==> config.mk <==
export PLATFORM = sky130hd
export DESIGN_NAME = gmii_rx_packer
export DESIGN_NICKNAME = d
export VERILOG_FILES = /design/src/rtl/eth_pkt_pkg.sv /design/src/rtl/bin2gray.sv /design/src/rtl/gmii_rx_packer.sv
export SDC_FILE = /design/constraint.sdc
export NUM_CORES = 1
export LEC_CHECK = 0
export ABC_AREA = 1
export CAP_MARGIN = 5
export CORE_UTILIZATION = 33
export CTS_BUF_LIST = sky130_fd_sc_hd__clkbuf_8
export CTS_CLUSTER_DIAMETER = 40
export DETAILED_ROUTE_END_ITERATION = 12
export RECOVER_POWER = 25
export SKIP_CTS_REPAIR_TIMING = 1
export SLEW_MARGIN = 10
export SYNTH_ARGS = -nofsm -noshare
export SYNTH_HDL_FRONTEND = slang
export SYNTH_HIERARCHICAL = 1
export SYNTH_SLANG_ARGS = --single-unit
==> constraint.sdc <==
create_clock -name gmii_rx_clk -period 7.3 [get_ports gmii_rx_clk]
set_input_delay 1.46 -clock gmii_rx_clk [delete_from_list [all_inputs] [get_ports gmii_rx_clk]]
set_output_delay 1.46 -clock gmii_rx_clk [all_outputs]
set_load 0.01 [all_outputs]
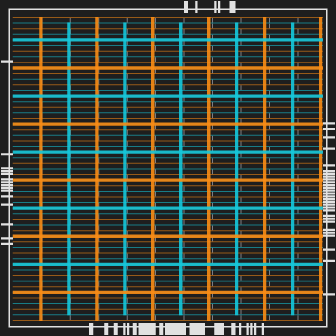
(images/power_grid.png)
Pins as bars on the die edge. Tap cells in gray.
Orange is VSS. Cyan is VDD.
280 tap cells. The core has 54 rows.
Die Wd: 153 µm
Vert. Die Dim: 153 µm
Core Area: 22100 µm²

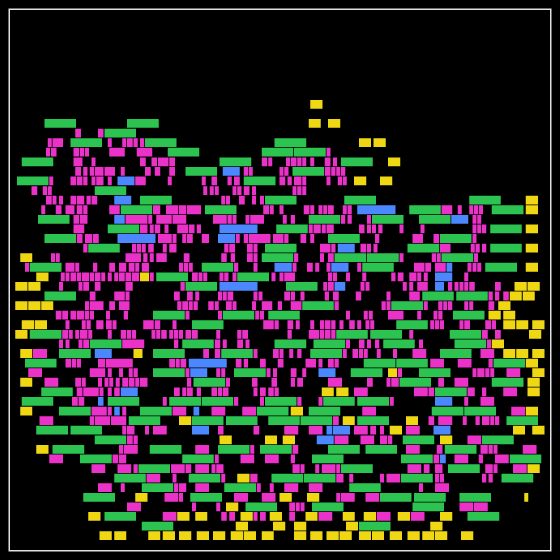
(images/placement_by_type.png)
Magenta is combinational and other logic, cells 668. Green is sequential cells, cells 151. Yellow is remaining buffers and delay cells, cells 106. Blue is clock drivers and dummy loads, cells 32.
row count: 54
Final Util: 0.418
Final Cell Area: 9240 µm²
sequential cell area share: 0.409

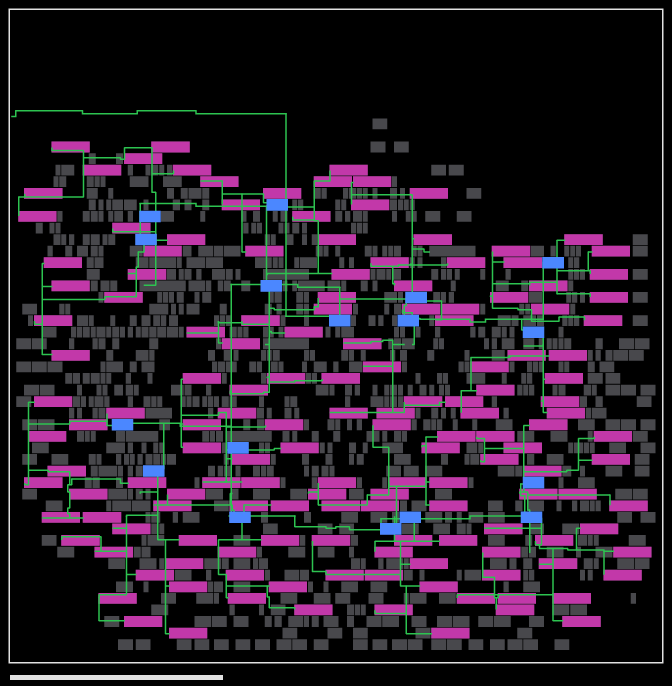
(images/clk_routes.png)
Bar = 50 µm.
Blue is clock drivers, count 17. Magenta is flip-flops, count 151. Green is clock wires, length 1990 µm.
There are 18 routed clock nets.
Max Clock Skew: 0.0107 ns
clk ins delay skew pair: 0.45 ns
Clk power: 0.000736 W

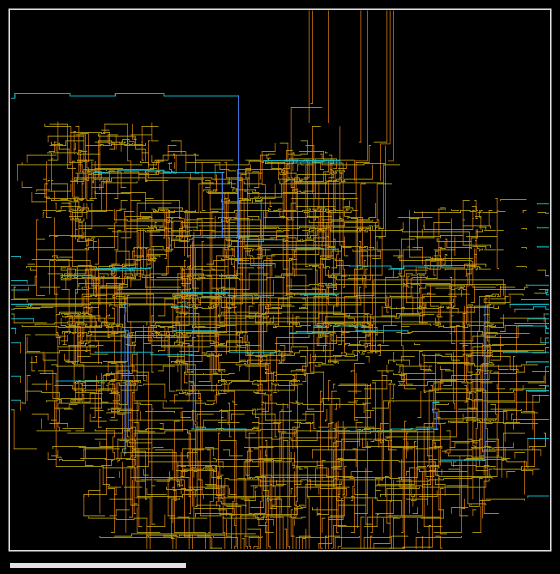
(images/wires.png)
Bar = 50 µm.
Blue is metal 4, wire length 287 µm. Cyan is metal 3, wire length 695 µm. Yellow is metal 1, wire length 9240 µm. Orange is metal 2, wire length 8750 µm.
via count: 5920
WL per Instance: 15.3 µm
GRT Overall Usage: 0.169

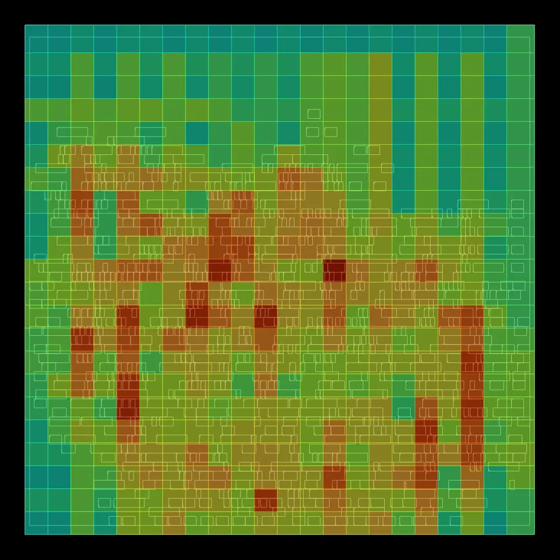
(images/congestion.png)
Most Used Layer, Global Route: met2
GR Util met1: 0.233

==> impl_metrics.ini <==
; generated from flow reports
[cells_and_area]
area_delta_synth_final_pct = 22.4
diodes = 0
mostFrequentLayoutCells = nand2_1, dfrtp_1, clkdlybuf4s50_1
largest_reg_flops = 64

[worst_setup_path]
rrSetupSlack_ns = 4.41
max_stage_delay_ns = 0.62
reg2reg_depth = 10
crit_buf_inv = 2
setup.worst_path.class = in2out
critPathCaptureType = primary output
cp-start-kind = primary input
worstPathMaxFanout = 44
cp_cell_sequence = dlygate4sd3_1, nor3_1, nand2_2, o221ai_1, clkdlybuf4s50_1

[place]
gp_congestion = 0.833
port_buffers = 103
dp_cells = 1205

[yosys]
yosys.cell_types.count = 35
simple_gate_share = 0.225
ys_async_sr_fraction = 1.00
top_logic_kind = simple AND/OR/NAND/NOR gates
top_cells_by_count = nand2_1, dfrtp_1, inv_1
mux_share = 0.0955
syn_area_per_cell_um2 = 8.87
syn_nets = 938
syn_area_um2 = 7550
ys_cells = 851
ys_sh_aoi = 0.0817
synthAdderAreaFrac = 0.0166

[run_status]
status = finished with violations
violations = max-capacitance violations, max-slew violations

[pwr]
power_density_nw_per_um2 = 204
ir_worst_vdd_mv = 0.106
p_leak_nw = 4.48

[clock_network]
cts_buffer_depth = 2
htree_levels = 4

[final_timing]
period_minus_slack_ns = 5.41
setup_violations = 0
report.final.slew_viol_count = 80
fmax_ghz = 0.185
tns_ns = 0
finalCritPeriodShare = 0.741
worst_slew_pin_slew_ns = 4.24
setup_ws_ns = 1.89

[detailed_routing]
drtIter0Drc = 349
totalWireLength_um = 19000
drtAntennaViolNets = 0

[die]
fp_util = 0.342

[run]
max_cap_violations = 1
where the power goes:
group          internal (W)  switching, W
sequential         0.000876     0.0000305
combinational      0.000107      0.000135
clock              0.000413      0.000323
layer usage:
layer | track usage | vias up | part of all wire
li1 | - | 2956 | -
met1 | 0.233 | 2822 | 0.49
met2 | 0.263 | 124 | 0.46
met3 | 0.0383 | 18 | 0.037
met4 | 0.0471 | 0 | 0.015
met5 | 0 | - | 0
layout make-up:
| type | instances | area [µm²] |
|---|---|---|
| Multi-Input combinational cell | 584 | 3300 |
| Tap cell | 280 | 350 |
| Clock buffer | 18 | 248 |
| Sequential cell | 151 | 3780 |
| Clock inverter | 14 | 205 |
| Fill cell | 2176 | 12900 |
| Inverter | 84 | 315 |
| Timing Repair Buffer | 106 | 1050 |
Power is estimated from default activity; no workload was simulated.
